### src/rtl/lpc_pkg.sv
`default_nettype none
// ============================================================================
//  Module      : lpc_pkg
//  Description : Shared encodings for the LPC TPM host: FSM states, START
//                code, cycle-type codes, SYNC codes and the idle LAD value.
//  Revision    : 1.0  initial release
// ============================================================================
package lpc_pkg;

    typedef enum logic [3:0] {
        ST_IDLE    = 4'd0,
        ST_START   = 4'd1,
        ST_CYCTYPE = 4'd2,
        ST_ADDR    = 4'd3,
        ST_WDATA   = 4'd4,
        ST_TAR1    = 4'd5,
        ST_SYNC    = 4'd6,
        ST_RDATA   = 4'd7,
        ST_TAR2    = 4'd8,
        ST_ABORT   = 4'd9
    } lpc_state_e;

    localparam logic [3:0] c_START_TPM       = 4'b0101;
    localparam logic [3:0] c_CYC_IO_WRITE    = 4'b0010;
    localparam logic [3:0] c_CYC_IO_READ     = 4'b0000;
    localparam logic [3:0] c_SYNC_READY      = 4'b0000;
    localparam logic [3:0] c_SYNC_SHORT_WAIT = 4'b0101;
    localparam logic [3:0] c_SYNC_LONG_WAIT  = 4'b0110;
    localparam logic [3:0] c_SYNC_ERROR      = 4'b1010;
    localparam logic [3:0] c_LAD_IDLE        = 4'hF;

    // Address nibbles go out most-significant first.
    function automatic logic [3:0] addr_nibble(input logic [15:0] addr,
                                               input logic [1:0]  idx);
        logic [3:0] nib;
        case (idx)
            2'd0:    nib = addr[15:12];
            2'd1:    nib = addr[11:8];
            2'd2:    nib = addr[7:4];
            default: nib = addr[3:0];
        endcase
        return nib;
    endfunction

endpackage
`default_nettype wire

### src/rtl/lpc_tpm_host_if.sv
`default_nettype none
// ============================================================================
//  Module      : lpc_tpm_host_if
//  Description : Request/response handshake between a requester and the
//                LPC TPM host engine.
//  Revision    : 1.0  initial release
// ============================================================================
interface lpc_tpm_host_if;

    logic        req_valid;
    logic        req_ready;
    logic        req_write;
    logic [15:0] req_addr;
    logic [7:0]  req_wdata;
    logic        rsp_valid;
    logic [7:0]  rsp_rdata;
    logic        rsp_error;
    logic        rsp_timeout;

    // Requester side
    modport master (
        output req_valid, req_write, req_addr, req_wdata,
        input  req_ready, rsp_valid, rsp_rdata, rsp_error, rsp_timeout
    );

    // Host engine side
    modport slave (
        input  req_valid, req_write, req_addr, req_wdata,
        output req_ready, rsp_valid, rsp_rdata, rsp_error, rsp_timeout
    );

endinterface
`default_nettype wire

### src/rtl/lpc_tpm_host.sv
`default_nettype none
// ============================================================================
//  Module      : lpc_tpm_host
//  Description : LPC host engine issuing single-byte TPM read/write cycles,
//                with SYNC wait handling, error reporting and timeout abort.
//  Revision    : 1.0  initial release
// ============================================================================
module lpc_tpm_host
    import lpc_pkg::*;
#(
    parameter logic [7:0] SYNC_TIMEOUT = 8'd64
) (
    input  wire             lpc_clk,
    input  wire             reset,
    lpc_tpm_host_if.slave   bus,
    output logic            lpc_frame,
    output logic [3:0]      lpc_ad_out,
    output logic            lpc_ad_oe,
    input  wire  [3:0]      lpc_ad_in
);

    lpc_state_e  state_q, state_d;
    logic [3:0]  phase_q, phase_d;
    logic [7:0]  tmo_q, tmo_d;

    logic        write_q;
    logic [15:0] addr_q;
    logic [7:0]  wdata_q;
    logic [7:0]  rdata_q;
    logic        err_q;

    logic        rsp_valid_q;
    logic [7:0]  rsp_rdata_q;
    logic        rsp_error_q;
    logic        rsp_timeout_q;

    logic        w_accept;
    logic        w_req_ready;
    logic [8:0]  w_tmo_inc;

    assign w_accept  = (state_q == ST_IDLE) && bus.req_valid;
    // One extra bit so the compare against SYNC_TIMEOUT cannot wrap.
    assign w_tmo_inc = {1'b0, tmo_q} + 9'd1;

    assign bus.req_ready   = w_req_ready;
    assign bus.rsp_valid   = rsp_valid_q;
    assign bus.rsp_rdata   = rsp_rdata_q;
    assign bus.rsp_error   = rsp_error_q;
    assign bus.rsp_timeout = rsp_timeout_q;

    // FSM state, phase counter and SYNC timeout counter.
    always_ff @(posedge lpc_clk) begin
        if (reset) begin
            state_q <= ST_IDLE;
            phase_q <= 4'd0;
            tmo_q   <= 8'd0;
        end else begin
            state_q <= state_d;
            phase_q <= phase_d;
            tmo_q   <= tmo_d;
        end
    end

    // Next-state: phase counts clocks inside a multi-clock state and
    // restarts at zero on every state change.
    always_comb begin
        state_d = state_q;
        phase_d = phase_q + 4'd1;
        tmo_d   = tmo_q;
        case (state_q)
            ST_IDLE: begin
                phase_d = 4'd0;
                tmo_d   = 8'd0;
                if (bus.req_valid) begin
                    state_d = ST_START;
                end
            end
            ST_START: begin
                state_d = ST_CYCTYPE;
                phase_d = 4'd0;
            end
            ST_CYCTYPE: begin
                state_d = ST_ADDR;
                phase_d = 4'd0;
            end
            ST_ADDR: begin
                if (phase_q == 4'd3) begin
                    state_d = write_q ? ST_WDATA : ST_TAR1;
                    phase_d = 4'd0;
                end
            end
            ST_WDATA: begin
                if (phase_q == 4'd1) begin
                    state_d = ST_TAR1;
                    phase_d = 4'd0;
                end
            end
            ST_TAR1: begin
                if (phase_q == 4'd1) begin
                    state_d = ST_SYNC;
                    phase_d = 4'd0;
                    tmo_d   = 8'd0;
                end
            end
            ST_SYNC: begin
                phase_d = 4'd0;
                case (lpc_ad_in)
                    c_SYNC_READY, c_SYNC_ERROR: begin
                        state_d = write_q ? ST_TAR2 : ST_RDATA;
                    end
                    c_SYNC_SHORT_WAIT, c_SYNC_LONG_WAIT: begin
                        tmo_d = 8'd0;
                    end
                    default: begin
                        // Anything unrecognised (including a floating bus)
                        // counts toward the abort threshold.
                        tmo_d = w_tmo_inc[7:0];
                        if (w_tmo_inc >= {1'b0, SYNC_TIMEOUT}) begin
                            state_d = ST_ABORT;
                            tmo_d   = 8'd0;
                        end
                    end
                endcase
            end
            ST_RDATA: begin
                if (phase_q == 4'd1) begin
                    state_d = ST_TAR2;
                    phase_d = 4'd0;
                end
            end
            ST_TAR2: begin
                if (phase_q == 4'd1) begin
                    state_d = ST_IDLE;
                    phase_d = 4'd0;
                end
            end
            ST_ABORT: begin
                if (phase_q == 4'd4) begin
                    state_d = ST_IDLE;
                    phase_d = 4'd0;
                end
            end
            default: begin
                state_d = ST_IDLE;
                phase_d = 4'd0;
            end
        endcase
    end

    // LPC pin and request-ready decode from the current state and phase.
    always_comb begin
        lpc_frame   = 1'b1;
        lpc_ad_oe   = 1'b0;
        lpc_ad_out  = c_LAD_IDLE;
        w_req_ready = 1'b0;
        case (state_q)
            ST_IDLE: begin
                w_req_ready = 1'b1;
            end
            ST_START: begin
                lpc_frame  = 1'b0;
                lpc_ad_oe  = 1'b1;
                lpc_ad_out = c_START_TPM;
            end
            ST_CYCTYPE: begin
                lpc_ad_oe  = 1'b1;
                lpc_ad_out = write_q ? c_CYC_IO_WRITE : c_CYC_IO_READ;
            end
            ST_ADDR: begin
                lpc_ad_oe  = 1'b1;
                lpc_ad_out = addr_nibble(addr_q, phase_q[1:0]);
            end
            ST_WDATA: begin
                lpc_ad_oe  = 1'b1;
                lpc_ad_out = phase_q[0] ? wdata_q[7:4] : wdata_q[3:0];
            end
            ST_TAR1: begin
                // Drive F for one clock, then release the bus.
                lpc_ad_oe = (phase_q == 4'd0);
            end
            ST_ABORT: begin
                if (phase_q < 4'd4) begin
                    lpc_frame = 1'b0;
                    lpc_ad_oe = 1'b1;
                end
            end
            default: begin
                lpc_frame = 1'b1;
            end
        endcase
    end

    // Request latch, SYNC error flag and read-data capture.
    always_ff @(posedge lpc_clk) begin
        if (reset) begin
            write_q <= 1'b0;
            addr_q  <= 16'h0000;
            wdata_q <= 8'h00;
            rdata_q <= 8'h00;
            err_q   <= 1'b0;
        end else begin
            if (w_accept) begin
                write_q <= bus.req_write;
                addr_q  <= bus.req_addr;
                wdata_q <= bus.req_wdata;
                rdata_q <= 8'h00;
                err_q   <= 1'b0;
            end
            if ((state_q == ST_SYNC) && (lpc_ad_in == c_SYNC_ERROR)) begin
                err_q <= 1'b1;
            end
            if (state_q == ST_RDATA) begin
                if (phase_q == 4'd0) begin
                    rdata_q[3:0] <= lpc_ad_in;
                end else begin
                    rdata_q[7:4] <= lpc_ad_in;
                end
            end
        end
    end

    // Response registers: loaded together with the rsp_valid pulse and held
    // until the next completion.
    always_ff @(posedge lpc_clk) begin
        if (reset) begin
            rsp_valid_q   <= 1'b0;
            rsp_rdata_q   <= 8'h00;
            rsp_error_q   <= 1'b0;
            rsp_timeout_q <= 1'b0;
        end else begin
            rsp_valid_q <= 1'b0;
            if ((state_q == ST_TAR2) && (phase_q == 4'd0)) begin
                rsp_valid_q   <= 1'b1;
                rsp_rdata_q   <= rdata_q;
                rsp_error_q   <= err_q;
                rsp_timeout_q <= 1'b0;
            end else if ((state_q == ST_ABORT) && (phase_q == 4'd3)) begin
                rsp_valid_q   <= 1'b1;
                rsp_rdata_q   <= 8'h00;
                rsp_error_q   <= 1'b0;
                rsp_timeout_q <= 1'b1;
            end
        end
    end

endmodule
`default_nettype wire

### src/flat_wrapper.sv
// flat-port wrapper written by rule: the top's interface ports become plain ports
module lpc_tpm_host_flat import lpc_pkg::*;
#(
    parameter logic [7:0] SYNC_TIMEOUT = 8'd64
)
  (lpc_clk, reset, lpc_frame, lpc_ad_out, lpc_ad_oe, lpc_ad_in, bus_req_valid, bus_req_write, bus_req_addr, bus_req_wdata, bus_req_ready, bus_rsp_valid, bus_rsp_rdata, bus_rsp_error, bus_rsp_timeout);
  lpc_tpm_host_if bus_i ();
  input  wire lpc_clk;
  input  wire reset;
  output logic lpc_frame;
  output logic [3:0] lpc_ad_out;
  output logic lpc_ad_oe;
  input  wire  [3:0] lpc_ad_in;
  input wire logic [$bits(bus_i.req_valid)-1:0] bus_req_valid;
  input wire logic [$bits(bus_i.req_write)-1:0] bus_req_write;
  input wire logic [$bits(bus_i.req_addr)-1:0] bus_req_addr;
  input wire logic [$bits(bus_i.req_wdata)-1:0] bus_req_wdata;
  output wire logic [$bits(bus_i.req_ready)-1:0] bus_req_ready;
  output wire logic [$bits(bus_i.rsp_valid)-1:0] bus_rsp_valid;
  output wire logic [$bits(bus_i.rsp_rdata)-1:0] bus_rsp_rdata;
  output wire logic [$bits(bus_i.rsp_error)-1:0] bus_rsp_error;
  output wire logic [$bits(bus_i.rsp_timeout)-1:0] bus_rsp_timeout;
  assign bus_i.req_valid = bus_req_valid;
  assign bus_i.req_write = bus_req_write;
  assign bus_i.req_addr = bus_req_addr;
  assign bus_i.req_wdata = bus_req_wdata;
  assign bus_req_ready = bus_i.req_ready;
  assign bus_rsp_valid = bus_i.rsp_valid;
  assign bus_rsp_rdata = bus_i.rsp_rdata;
  assign bus_rsp_error = bus_i.rsp_error;
  assign bus_rsp_timeout = bus_i.rsp_timeout;
  lpc_tpm_host #(.SYNC_TIMEOUT(SYNC_TIMEOUT)) u_core (.lpc_clk(lpc_clk), .reset(reset), .bus(bus_i), .lpc_frame(lpc_frame), .lpc_ad_out(lpc_ad_out), .lpc_ad_oe(lpc_ad_oe), .lpc_ad_in(lpc_ad_in));
endmodule
### config.mk
export PLATFORM = sky130hd
export DESIGN_NAME = lpc_tpm_host_flat
export DESIGN_NICKNAME = d
export VERILOG_FILES = /design/src/rtl/lpc_pkg.sv /design/src/rtl/lpc_tpm_host_if.sv /design/src/rtl/lpc_tpm_host.sv /design/src/flat_wrapper.sv
export SDC_FILE = /design/constraint.sdc
export NUM_CORES = 1
export LEC_CHECK = 0
export CAP_MARGIN = 0
export CORE_UTILIZATION = 53
export CTS_BUF_LIST = sky130_fd_sc_hd__clkbuf_4 sky130_fd_sc_hd__clkbuf_8 sky130_fd_sc_hd__clkbuf_16
export CTS_CLUSTER_SIZE = 16
export DETAILED_ROUTE_END_ITERATION = 10
export HOLD_SLACK_MARGIN = 0.12
export PLACE_DENSITY = 0.79
export SYNTH_ARGS = -nofsm -noshare
export SYNTH_HDL_FRONTEND = slang
export SYNTH_SLANG_ARGS = --single-unit
### constraint.sdc
create_clock -name lpc_clk -period 3.3 [get_ports lpc_clk]
set_clock_uncertainty 0.1 [all_clocks]
set_input_delay 0.495 -clock lpc_clk [delete_from_list [all_inputs] [get_ports lpc_clk]]
set_output_delay 0.495 -clock lpc_clk [all_outputs]
set_load 0.01 [all_outputs]
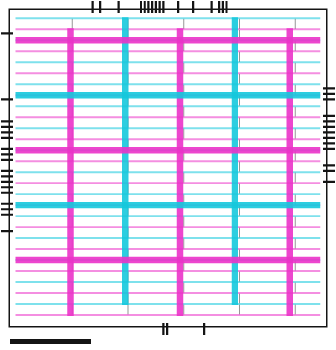
(run_1/power_grid.png)
Scale bar: 20 um. Pins as bars on the die edge. Tap cells in gray.
cyan -> VDD
magenta -> VSS
met4 straps = 5
signal pins = 50
met5 straps = 5
Die Y: 78.2 um
maximum vdd drop: 369 uV
die extent in x: 78.2 um

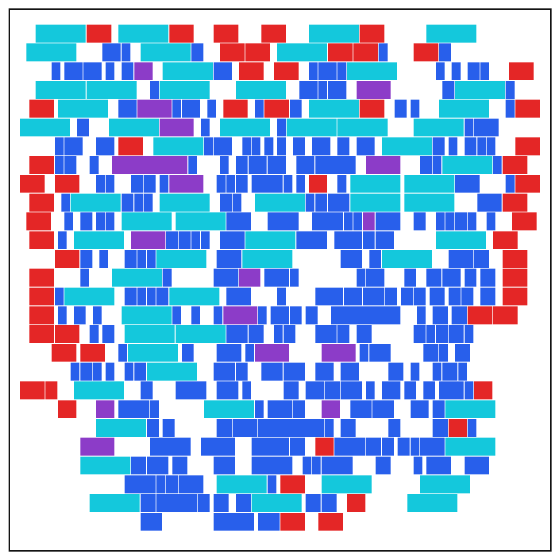
(run_1/placement_by_type.png)
cyan -> sequential cells  # cells 61, share of their area 33%
purple -> clock drivers and dummy loads  # cells 16, share of their area 5.5%
red -> remaining buffers and delay cells  # cells 55, share of their area 14%
blue -> combinational and other logic  # cells 282, share of their area 47%
row cnt: 27
Util after Layout: 68.3%
Seq area share: 32.3%
CORE AREA: 5540 um2

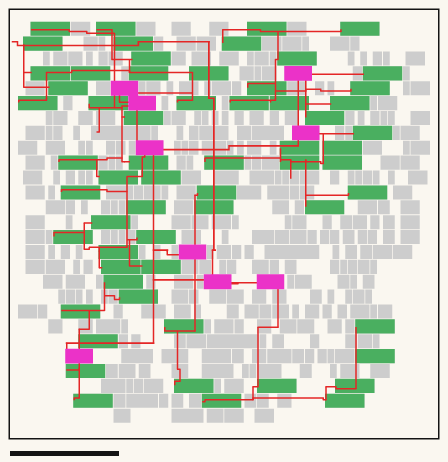
(run_1/clk_routes.png)
Scale bar: 20 um.
red -> clock wires  # length 758 um
magenta -> clock drivers  # count 9
green -> flip-flops  # count 61
flops lie = spread over the die
routed clock nets = 10
Clock Power: 676 uW
Clk pwr share: 28.1%

==> Changelog: implementation, run 1 <==
## Flow update

* Run status: finished, final reports clean
* Psw at 824 uW
* Postcts setup bufs at 0
* Post-detailed-route DRC marker count at 0
* Most frequent cells after synthesis: 74 x nand2_1, 61 x dfxtp_1, 44 x a21oi_1
* Crit Path Max Fanout at 9
* Kind of critical path: reg2out
* Largest net degree at the start of global routing at 47
* Slew Limit Fails at 0
* Count leader, synth: nand2_1
* Syn_area_per_cell at 8.34 um2
* FF+latch area at 1220 um2
* Final setup violation count at 0
* Max clock buf depth at 2
* Post-synth EDFFs at 0
* CP arrival at 2.54 ns
* Post-CTS Resized at 0
* M3 GR Usage at 5.81%
* Post-synthesis cell count at 369
* Reg-to-reg endpoint: u_core.rdata_q[5]
* Combinational power share at 35.4%
* Wire per inst at 15.2 um
* CTS Sinks at 61
* Final worst-path cycle share at 94.9%
* Die footprint at 6120 um2
* Mapped Nets at 407
* Via count at 2758
* HP Class: reg2reg
* Compound-Gate Fraction of Synth Area at 24.1%
* Share of layout cells above drive strength 1 at 10.1%
* CTS tree: done
* Worst EP required at 2.70 ns
* Distinct lib cells at 61
* CP endpoint: lpc_ad_out[3]
* RD Place Congestion at 0.862
* Pin slew with the least headroom to its limit at 0.637 ns
* DRT Pass-1 Iters at 4
* Final hold violation count at 0
* Max cap viols at 0
* Startpoint Class: flip-flop
* Fmax at 319 MHz
* Ys cells at 369
* Mapped cell area at 3080 um2
* R2R depth at 5
* Number of global-route vias before repair at 2593
* DP Area at 3580 um2
* Final min period at 3.13 ns
* Hold depth at 2
==> run 1: per-stage QoR <==
step           hold slack, ns  setup WS (ns)  total power, mW
3_3_place_gp            0.345          0.629             1.73
3_5_place_dp            0.348          0.534             1.74
6_report                0.356          0.169             2.41
4_1_cts                 0.358          0.166             2.42
5_1_grt                 0.373         0.0439             2.55
2_1_floorplan           0.332          0.751             1.45
==> run 1: cell families after synthesis <==
kind of cell	count (synthesis)
multiplexers	12
AND/OR/NAND/NOR	146
adder cells (fa/ha/maj)	6
flip-flops	61
XOR/XNOR	4
buffers and inverters	37
AND-OR/OR-AND	103
==> run 1: metal layers <==
| metal | vias to the layer above | part of all wire, % |
|---|---|---|
| li1 | 1388 | - |
| met1 | 1271 | 47 |
| met2 | 85 | 45 |
| met3 | 14 | 5.2 |
| met4 | 0 | 2.2 |
| met5 | - | 0 |
==> run 1: registers in the layout (all words and copies together), names as in the netlist <==
register and cells:
u_core.tmo_q 8, u_core.bus.rsp_valid 1, u_core.addr_q 16, u_core.phase_q 4
u_core.wdata_q 8, u_core.bus.rsp_error 1, u_core.err_q 1, u_core.bus.rsp_timeout 1
u_core.state_q 4, u_core.rdata_q 8, u_core.bus.rsp_rdata 8, u_core.write_q 1
==> run 1: power by group through the flow <==
stage	clock (mW)	sequential [mW]	combinational, mW
2_1_floorplan	0	0.855	0.594
3_3_place_gp	0	0.890	0.838
3_5_place_dp	0	0.893	0.848
4_1_cts	0.688	0.876	0.853
5_1_grt	0.720	0.888	0.944
6_report	0.676	0.878	0.852
==> run 1: layout by cell type (no fill, tap or decap), drive strengths merged, types with 2 or more instances in the layout <==
cell and n:
a211o 2, a211oi 3, a21boi 2, a21oi 46, a222oi 4, a22oi 9, a32oi 4, and2 3
and3 7, buf 7, clkbuf 11, clkdlybuf4s50 48, clkinvlp 2, dfxtp 61, ha 6, inv 12
mux2i 11, nand2 74, nand2b 6, nand3 7, nand3b 5, nand4 3, nor2 22, nor2b 4
nor3 5, o211ai 4, o21ai 10, o21ba 2, o22ai 3, o311ai 2, o41ai 4, or2 2
xnor2 3
==> run 1: layout make-up <==
cell class,instances,share of cell area (%)
Clock inverter,5,1.55
Sequential cell,61,32.3
Timing Repair Buffer,55,14.0
Multi-Input combinational cell,271,44.9
Tap cell,72,2.38
Clock buffer,11,3.83
Inverter,11,1.09
==> run 1: worst max-delay path: stages, from the launching register on <==
cell	delay, ns
dfxtp_1	0.38
inv_1	0.08
ha_1	0.30
a222oi_1	0.39
mux2i_1	0.15
a31oi_1	0.19
a21oi_1	0.05
or2_1	0.20
clkdlybuf4s50_1	0.47
==> run 1: worst min-delay path by stage <==
stage	startpoint	to	slack, ns
after global routing	u_core.wdata_q[5]	u_core.wdata_q[5]	0.37
after CTS	u_core.wdata_q[0]	u_core.wdata_q[0]	0.36
after floorplan	u_core.err_q	u_core.err_q	0.33
after detailed placement	u_core.wdata_q[0]	u_core.wdata_q[0]	0.35
final	u_core.wdata_q[0]	u_core.wdata_q[0]	0.36
after global placement	u_core.wdata_q[0]	u_core.wdata_q[0]	0.35
==> run_1/wires.png <==
Scale bar: 20 um. Two of the layers only.
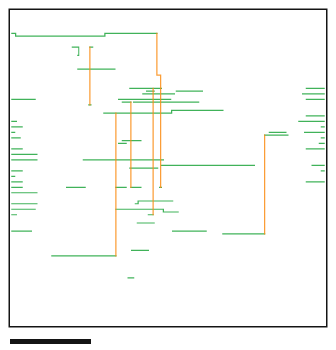

==> inputs of run 2 (changes only) <==
MAX_ROUTING_LAYER = met4   (was default)
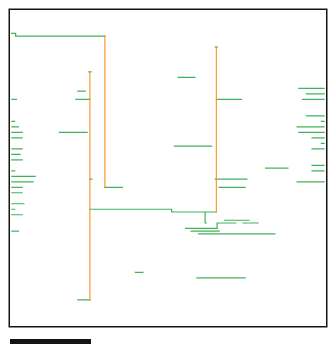
(run_2/wires.png)
Scale bar: 20 um. Two of the layers only.
orange -> metal 4  # wire length 135 um
green -> metal 3  # wire length 275 um
total wire length: 7.33 mm
total track usage: 26.5%
wire per inst: 15.1 um

==> run 2 against run 1 <==
Sequential power about the same. Setup slack got worse by 0.055 ns. Combinational power about the same. Die area unchanged. Synthesized cell count unchanged. First-iteration DRC count increased by 2.8%. Flip-flop count unchanged. Global-route usage increased by 0.40 points. Worst hold slack got worse by 0.0025 ns. Final cell count decreased by 0.21%. Cell area increased by 0.43%. Count of clock-buffer cells in the layout increased by 2. Critical endpoint unchanged.
==> Changelog: implementation, run 2 <==
## Flow update

* RD Place Congestion at 0.875
* Post-synth EDFFs at 0
* Final worst-path cycle share at 96.6%
* Kind of critical path: reg2out
* CORE AREA at 5540 um2
* Max clock buf depth at 2
* Clk pwr share at 29.1%
* Most frequent cells after synthesis: 74 x nand2_1, 61 x dfxtp_1, 44 x a21oi_1
* Reg with most FFs: u_core.addr_q
* Final hold violation count at 0
* Number of global-route vias before repair at 2509
* Hold depth at 2
* Via count at 2738
* Post-detailed-route DRC marker count at 0
* Startpoint Class: flip-flop
* Crit Path Max Fanout at 9
* Pin slew with the least headroom to its limit at 0.649 ns
* Mapped Nets at 407
* Max reg flops at 16
* CTS Sinks at 61
* Run status: finished, final reports clean
* Worst EP required at 2.70 ns
* Slew Limit Fails at 0
* Share of layout cells above drive strength 1 at 10.2%
* PnR Total Power at 2.44 mW
* Most common logic cells in the final layout: 74 x nand2_1, 61 x dfxtp_1, 48 x clkdlybuf4s50_1
* Die footprint at 6120 um2
* M3 GR Usage at 3.49%
* Fmax at 314 MHz
* DRT Pass-1 Iters at 5
* Maximum vdd drop at 321 uV
* Postcts setup bufs at 0
* Ys cells at 369
* Syn_area_per_cell at 8.34 um2
* Most numerous logic cell after layout: nand2_1
* HP Class: reg2reg
* Mapped cell area at 3080 um2
* Final min period at 3.19 ns
run 2: cell counts after synthesis:
No cell type changed its count.
run 2: per-layer routing:
metal  up-vias  part of all wire [%]  wire length (um)
li1       1388                     -                 -
met1      1272                    46              3340
met2        68                    49              3580
met3        10                   3.7               274
met4         0                   1.8               134
met5         -                     0                 0
run 2: cells by family (layout without fill, tap and decap cells):
kind of cell               after synthesis  count (layout)
AOI/OAI and AO/OA                      103             103
adders and majority gates                6               6
buffers and inverters                   37              81
xor gates and xnor gates                 4               4
DFF                                     61              61
and+or+nand+nor                        146             146
muxes                                   12              12
run 2: repair_timing:
item,CTS,global route
endpoints found under the setup margin,0,1
resized,0,1
endpoints found under the hold margin,0,0
run 2: path summary, 6_finish.rpt:
kind | startpoint | to | slack [ns]
max reg2reg | u_core.state_q[1] | u_core.rdata_q[5] | 1.06
min | u_core.addr_q[2] | u_core.addr_q[2] | 0.35
max | u_core.phase_q[1] | lpc_ad_out[3] | 0.11
min reg2reg | u_core.addr_q[2] | u_core.addr_q[2] | 0.35
run 2: critical path: stages (launching register included):
cell             delay, ns
dfxtp_1               0.38
inv_1                 0.09
ha_2                  0.24
a222oi_1              0.39
mux2i_1               0.17
a31oi_1               0.22
a21oi_1               0.07
or2_1                 0.21
clkdlybuf4s50_1       0.47
run 2: through the flow:
step                      instances  cell area [um2]  setup slack (ns)  hold slack [ns]
final                           485             3800             0.113            0.353
after global routing            485             3800            0.0539            0.374
after CTS                       485             3800            0.0684            0.357
after detailed placement        470             3580             0.497            0.348
after global placement          470             3580             0.627            0.344
after floorplan                 369             3080             0.751            0.332
run 2: cell type report:
| class | instances | area [um2] | share of cell area [%] |
|---|---|---|---|
| Inverter | 11 | 41.3 | 1.09 |
| Multi-Input combinational cell | 271 | 1700 | 44.7 |
| Tap cell | 72 | 90.1 | 2.37 |
| Timing Repair Buffer | 55 | 531 | 14.0 |
| Clock inverter | 2 | 38.8 | 1.02 |
| Sequential cell | 61 | 1220 | 32.1 |
| Clock buffer | 13 | 179 | 4.71 |
run 2: power by group through the flow:
stage | logic (mW) | registers [mW] | clock network (mW)
after floorplan | 0.594 | 0.855 | 0
after global placement | 0.838 | 0.890 | 0
after detailed placement | 0.852 | 0.892 | 0
after CTS | 0.857 | 0.876 | 0.722
after global routing | 0.943 | 0.887 | 0.752
final | 0.855 | 0.877 | 0.711
Power and IR drop assume default switching activity.
